Routing congestion map:
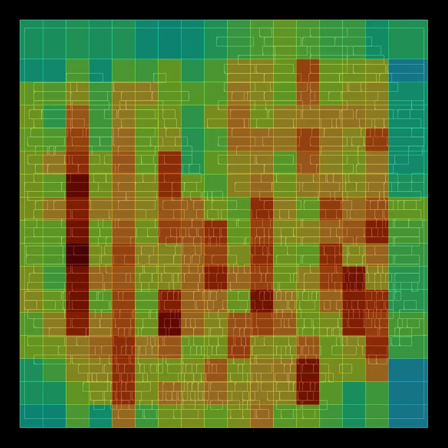
Drive-strength map:
Bar = 20 um.
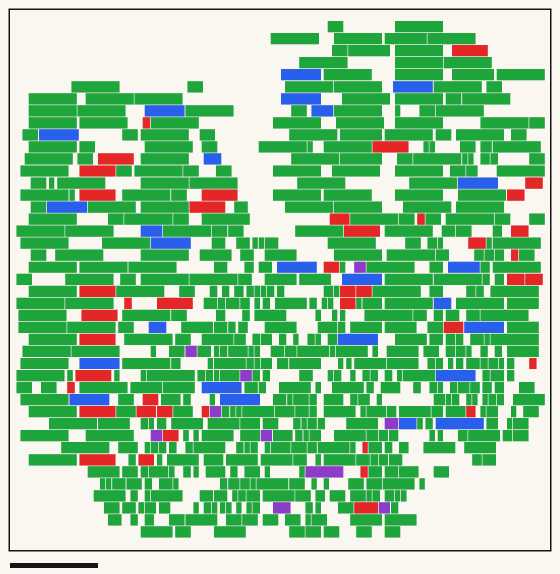
Cell classes on the final placement:
Bar = 20 um.
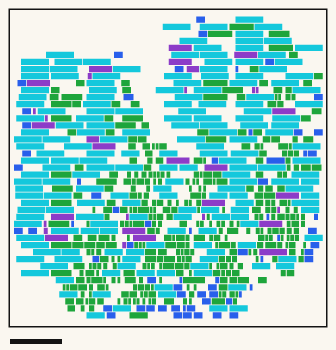
$ cat src/rtl/emulib_rammodel_tracker_ex.sv
// AXI4 transaction tracker for the RAM model frontend.
// Gates AW/W/AR acceptance from registered in-flight counters, keeps per-burst
// length FIFOs to check W and R burst lengths, and raises sticky trigger flags
// on protocol violations observed on the B and R channels.
module emulib_rammodel_tracker_ex #(
    parameter int ADDR_WIDTH     = 32,
    parameter int DATA_WIDTH     = 64,
    parameter int ID_WIDTH       = 4,
    parameter int MAX_R_INFLIGHT = 8,
    parameter int MAX_W_INFLIGHT = 8,
    parameter int RW_MODE        = 0,
    localparam int RCW = $clog2(MAX_R_INFLIGHT + 1),
    localparam int WCW = $clog2(MAX_W_INFLIGHT + 1)
) (
    input  logic           clk,
    input  logic           rst,

    input  logic           axi_awvalid,
    output logic           axi_awready,
    input  logic [7:0]     axi_awlen,

    input  logic           axi_wvalid,
    output logic           axi_wready,
    input  logic           axi_wlast,

    input  logic           axi_arvalid,
    output logic           axi_arready,
    input  logic [7:0]     axi_arlen,

    input  logic           axi_bvalid,
    input  logic           axi_bready,

    input  logic           axi_rvalid,
    input  logic           axi_rready,
    input  logic           axi_rlast,

    output logic [RCW-1:0] r_inflight,
    output logic [WCW-1:0] w_inflight,

    (* remu_trigger *) output logic err_w_len,
    (* remu_trigger *) output logic err_r_len,
    (* remu_trigger *) output logic err_b_unexp,
    (* remu_trigger *) output logic err_r_unexp
);

    // FIFO pointer widths; a depth-1 FIFO still needs a 1-bit pointer.
    localparam int RPW = (MAX_R_INFLIGHT > 1) ? $clog2(MAX_R_INFLIGHT) : 1;
    localparam int WPW = (MAX_W_INFLIGHT > 1) ? $clog2(MAX_W_INFLIGHT) : 1;

    localparam logic [RCW-1:0] R_MAX  = RCW'(MAX_R_INFLIGHT);
    localparam logic [WCW-1:0] W_MAX  = WCW'(MAX_W_INFLIGHT);
    localparam logic [RPW-1:0] R_LAST = RPW'(MAX_R_INFLIGHT - 1);
    localparam logic [WPW-1:0] W_LAST = WPW'(MAX_W_INFLIGHT - 1);

    if (ADDR_WIDTH < 1 || DATA_WIDTH < 8 || ID_WIDTH < 1 ||
        MAX_R_INFLIGHT < 1 || MAX_W_INFLIGHT < 1 ||
        (RW_MODE != 0 && RW_MODE != 1)) begin : g_param_check
        $error("emulib_rammodel_tracker_ex: illegal parameter combination");
    end

    // Outstanding-transaction counters.
    // wpend doubles as the awlen FIFO occupancy, r_cnt as the arlen FIFO occupancy.
    logic [RCW-1:0] r_cnt;
    logic [WCW-1:0] w_cnt;
    logic [WCW-1:0] wpend;
    logic [WCW-1:0] wdone;

    // Burst length FIFOs.
    logic [7:0]     aw_mem [MAX_W_INFLIGHT];
    logic [WPW-1:0] aw_rd;
    logic [WPW-1:0] aw_wr;
    logic [7:0]     ar_mem [MAX_R_INFLIGHT];
    logic [RPW-1:0] ar_rd;
    logic [RPW-1:0] ar_wr;
    logic [7:0]     aw_head;
    logic [7:0]     ar_head;

    // Beat counters within the current W / R burst.
    logic [8:0]     wcnt;
    logic [8:0]     rcnt;
    logic [8:0]     wcnt_inc;
    logic [8:0]     rcnt_inc;

    // Handshake qualifiers.
    logic aw_fire;
    logic w_fire;
    logic w_last_fire;
    logic ar_fire;
    logic r_fire;
    logic r_ok;
    logic r_last_fire;
    logic b_fire;
    logic b_ok;

    // Readies depend only on registered counters, never on the valids.
    always_comb begin
        axi_awready = (w_cnt != W_MAX);
        axi_wready  = (wpend != '0);
        if (RW_MODE == 0) begin
            axi_arready = (r_cnt != R_MAX) && (w_cnt == '0);
        end else begin
            axi_arready = (r_cnt != R_MAX) && (wpend == '0);
        end
    end

    // Fire decoding and FIFO head selection.
    always_comb begin
        aw_fire     = axi_awvalid && axi_awready;
        w_fire      = axi_wvalid  && axi_wready;
        w_last_fire = w_fire && axi_wlast;
        ar_fire     = axi_arvalid && axi_arready;
        r_fire      = axi_rvalid  && axi_rready;
        // R beats with no outstanding read are flagged but otherwise ignored.
        r_ok        = r_fire && (r_cnt != '0);
        r_last_fire = r_ok && axi_rlast;
        b_fire      = axi_bvalid && axi_bready;
        // An unexpected B leaves w_cnt untouched so that w_cnt always equals
        // wpend + wdone and the awlen FIFO can never be overrun.
        b_ok        = b_fire && (wdone != '0);
        aw_head     = aw_mem[aw_rd];
        ar_head     = ar_mem[ar_rd];
        wcnt_inc    = wcnt + 9'd1;
        rcnt_inc    = rcnt + 9'd1;
    end

    // In-flight counters; simultaneous increment and decrement cancel.
    always_ff @(posedge clk) begin
        if (rst) begin
            r_cnt <= '0;
            w_cnt <= '0;
            wpend <= '0;
            wdone <= '0;
        end else begin
            case ({ar_fire, r_last_fire})
                2'b10:   r_cnt <= r_cnt + RCW'(1);
                2'b01:   r_cnt <= r_cnt - RCW'(1);
                default: r_cnt <= r_cnt;
            endcase
            case ({aw_fire, b_ok})
                2'b10:   w_cnt <= w_cnt + WCW'(1);
                2'b01:   w_cnt <= w_cnt - WCW'(1);
                default: w_cnt <= w_cnt;
            endcase
            case ({aw_fire, w_last_fire})
                2'b10:   wpend <= wpend + WCW'(1);
                2'b01:   wpend <= wpend - WCW'(1);
                default: wpend <= wpend;
            endcase
            case ({w_last_fire, b_ok})
                2'b10:   wdone <= wdone + WCW'(1);
                2'b01:   wdone <= wdone - WCW'(1);
                default: wdone <= wdone;
            endcase
        end
    end

    // FIFO pointers: push on address fire, pop on the matching last beat.
    always_ff @(posedge clk) begin
        if (rst) begin
            aw_wr <= '0;
            aw_rd <= '0;
            ar_wr <= '0;
            ar_rd <= '0;
        end else begin
            if (aw_fire) begin
                aw_wr <= (aw_wr == W_LAST) ? '0 : aw_wr + WPW'(1);
            end
            if (w_last_fire) begin
                aw_rd <= (aw_rd == W_LAST) ? '0 : aw_rd + WPW'(1);
            end
            if (ar_fire) begin
                ar_wr <= (ar_wr == R_LAST) ? '0 : ar_wr + RPW'(1);
            end
            if (r_last_fire) begin
                ar_rd <= (ar_rd == R_LAST) ? '0 : ar_rd + RPW'(1);
            end
        end
    end

    // FIFO storage; contents are don't-care whenever the pointers say empty.
    always_ff @(posedge clk) begin
        if (aw_fire) begin
            aw_mem[aw_wr] <= axi_awlen;
        end
        if (ar_fire) begin
            ar_mem[ar_wr] <= axi_arlen;
        end
    end

    // Beat counters: count beats of the current burst, clear on its last beat.
    always_ff @(posedge clk) begin
        if (rst) begin
            wcnt <= '0;
            rcnt <= '0;
        end else begin
            if (w_fire) begin
                wcnt <= axi_wlast ? '0 : wcnt_inc;
            end
            if (r_ok) begin
                rcnt <= axi_rlast ? '0 : rcnt_inc;
            end
        end
    end

    // Sticky error flags, set the cycle after the offending beat.
    always_ff @(posedge clk) begin
        if (rst) begin
            err_w_len   <= 1'b0;
            err_r_len   <= 1'b0;
            err_b_unexp <= 1'b0;
            err_r_unexp <= 1'b0;
        end else begin
            err_w_len   <= err_w_len | wcnt[8]
                         | (w_last_fire && ({1'b0, aw_head} != wcnt))
                         | (w_fire && !axi_wlast && wcnt_inc[8]);
            err_r_len   <= err_r_len | rcnt[8]
                         | (r_last_fire && ({1'b0, ar_head} != rcnt))
                         | (r_ok && !axi_rlast && rcnt_inc[8]);
            err_b_unexp <= err_b_unexp | (b_fire && (wdone == '0));
            err_r_unexp <= err_r_unexp | (r_fire && (r_cnt == '0));
        end
    end

    // Registered in-flight status.
    always_comb begin
        r_inflight = r_cnt;
        w_inflight = w_cnt;
    end

endmodule

$ cat config.mk
export PLATFORM = sky130hd
export DESIGN_NAME = emulib_rammodel_tracker_ex
export DESIGN_NICKNAME = d
export VERILOG_FILES = /design/src/rtl/emulib_rammodel_tracker_ex.sv
export SDC_FILE = /design/constraint.sdc
export NUM_CORES = 1
export LEC_CHECK = 0
export CORE_UTILIZATION = 55
export DETAILED_ROUTE_END_ITERATION = 12
export GPL_ROUTABILITY_DRIVEN = 0
export GPL_TIMING_DRIVEN = 0
export PLACE_DENSITY = 0.82
export SLEW_MARGIN = 10
export SYNTH_ARGS = -nofsm -noshare
export SYNTH_HDL_FRONTEND = slang
export SYNTH_SLANG_ARGS = --single-unit
export TNS_END_PERCENT = 5
$ cat constraint.sdc
create_clock -name clk -period 3.3 [get_ports clk]
set_input_delay 0.825 -clock clk [delete_from_list [all_inputs] [get_ports clk]]
set_output_delay 0.825 -clock clk [all_outputs]
set_load 0.005 [all_outputs]
==> Slide: Implementation Results <==
Flow Results at a Glance

Outcome
  – Outcome: finished clean

Place
  – Post-Place Cell Area: 0.008606 mm2

Worst setup path
  – Data required, critical path: 3.65 ns
  – Startpoint Class: register
  – Element type at the critical path end: register

Synth
  – Commonest cells in the netlist: 128 x edfxtp_1, 56 x dfxtp_1, 48 x nor2_1
  – Flip-flop cell with the highest count after synthesis: edfxtp_1
  – EDFF count, synth: 128
  – Sequential share of the synthesized area: 0.6261
  – Async set-reset flop share out of synthesis: 0
  – Yosys top cell by instances: edfxtp_1
  – Cell type with the highest aggregate area in the netlist: edfxtp_1
  – Area reported by Yosys stat: 0.007930 mm2
  – Number of standard cells after synthesis: 572
  – Largest cells by area: edfxtp_1 48%, dfxtp_1 14%, mux2i_1 4.8%, mux4_2 4.3%, ha_1 3.3%
  – Yosys stat cell total: 572
  – Number of library cell types mapped by synthesis: 53
  – Synthesized net count: 621

Cells and area
  – Final nets: 683
  – Non-filler instance count after layout: 827
  – Fraction of layout instances using a drive strength above 1: 0.1206
  – Antenna diode instance count: 0
  – Final Instance Area: 0.009161 mm2

Drt
  – Final WL: 15,880 um
  – Initial DRC Count: 292
  – Residual antenna-violating net count after detailed routing: 0
  – Count of unresolved DRC violations after routing: 0
  – DR vias: 4,852

Pwr
  – Post-layout power: 0.005211 W
  – Pwr Density: 568.8 mW/mm2

Global routing
  – Number of antenna violations at the first check in global routing: 0
  – Largest net degree at the start of global routing: 17
  – Vias in the first global route: 4,924

Worst hold path
  – Worst hold path type: register to register

Clocking
  – Total clock sinks: 184
  – CTS Root Buffer Type: clkbuf_16
  – CTS tree: yes

Timing
  – Unrepaired setup endpoints after global routing: false
  – Minimum clock period after layout: 2.963 ns
  – Portion of the clock cycle consumed by the worst path in the final layout: 0.8979
  – Fin Clk Skew: 0.008313 ns
  – Total count of hold-check failures in the final report: 0

Job
  – Max-cap violations: 0

Die
  – Die Area: 0.01490 mm2
  – Boundary pin count: 42
  – Floorplan-stage core utilization: 0.5669
About 'routing congestion map':
average detailed-routed wire length per instance: 19.21 um
met3 global-route usage: 0.05758
Core Util, Final: 0.6549

About 'drive-strength map':
[blue] drive 6 and up | cells: 25
[purple] drive 3 to 4 | cells: 10
[green] drive 1 or less | cells: 569
[red] drive 2 | cells: 43

About 'cell classes on the final placement':
[blue] other buffers and delay cells | cells: 65
[cyan] flip-flops | cells: 184
[purple] clock drivers and dummy loads | cells: 32
[green] all other logic | cells: 366

[cells by family after synthesis]
kind of cell	after synthesis	share of synthesized area
buf+inv	29	0.02225
xor+xnor	36	0.03976
mux	64	0.1157
compound gates	76	0.05333
flops	184	0.6261
fa+ha+maj	22	0.03566
simple gates	161	0.1073
[routing by layer]
layer	wire length [um]	up-vias	track usage
met1	6210	2400	0.2511
met2	8703	132	0.4202
met5	0	-	0
met3	664	26	0.05758
li1	-	2294	-
met4	303	0	0.09680
[cells in the final DEF (no fill, tap or decap), types with 7 or more instances in the layout]
cell | synthesis | routed
a21oi_1 | 38 | 38
clkbuf_1 | 8 | 15
clkbuf_16 | 0 | 17
clkdlybuf4s50_1 | 0 | 39
dfxtp_1 | 56 | 56
edfxtp_1 | 128 | 128
ha_1 | 21 | 21
mux2i_1 | 38 | 38
mux4_2 | 15 | 15
nand2_1 | 29 | 29
nand2b_1 | 7 | 7
nand3_1 | 8 | 8
nand4_1 | 9 | 9
nor2_1 | 48 | 48
nor3_1 | 21 | 13
nor3_2 | 0 | 8
o21ai_0 | 17 | 17
or3_1 | 7 | 7
xnor2_1 | 7 | 7
xor2_1 | 29 | 29
[final cells by class]
type	count	area, um2
inverters	7	35.03
multi-input cells	359	2841
plain buffers	22	145.1
clock buffers	26	479.2
fillers	988	4827
clock inverters	6	52.55
repair buffers	43	417.9
flip-flops and latches	184	4965
well taps	180	225.2
[metrics by stage]
stage / setup TNS [ns] / setup WS [ns] / utilization / hold WS (ns)
2_1_floorplan: 0 / 0.5049 / - / 0.4541
5_1_grt: 0 / 0.1395 / 0.6549 / 0.5107
4_1_cts: 0 / 0.1581 / 0.6532 / 0.4921
3_5_place_dp: -0.8901 / -0.1422 / 0.6152 / 0.4815
6_report: 0 / 0.3368 / 0.6549 / 0.4852
3_3_place_gp: -9.458 / -0.4498 / 0.6109 / 0.4486
[critical path, cell delays in order, from the launching register on]
cell        delay [ns]
dfxtp_1           0.36
or4_1             0.60
nand3_1           0.32
clkinvlp_4        0.22
ha_1              0.28
xor2_1            0.17
ha_1              0.19
a21oi_1           0.16
xor2_1            0.09
or3_1             0.32
a21oi_1           0.16
[flip-flops by register name, indices dropped and copies added, names as in the netlist, named ones only]
register / flops
ar_mem: 64
ar_rd: 3
ar_wr: 3
aw_mem: 64
aw_rd: 3
aw_wr: 3
err_b_unexp: 1
err_r_len: 1
err_r_unexp: 1
err_w_len: 1
r_inflight: 4
rcnt: 9
w_inflight: 4
wcnt: 9
wdone: 4
wpend: 4
[where the power goes]
group          internal [W]  total, W  switching [W]
Clock               0.00107   0.00185       0.000782
Sequential          0.00257   0.00266      0.0000885
Combinational      0.000332  0.000699       0.000367
[final timing paths]
check,end,slack (ns),depth (start not counted)
min reg2reg,err_b_unexp,0.49,2
min,err_b_unexp,0.49,2
max reg2reg,wpend[2],0.34,10
max,wpend[2],0.34,10
[what timing repair did]
action,in CTS,in global routing
buffers inserted,0,2
resized,0,1
setup endpoints to repair,0,1
Power is estimated from default activity; no workload was simulated.
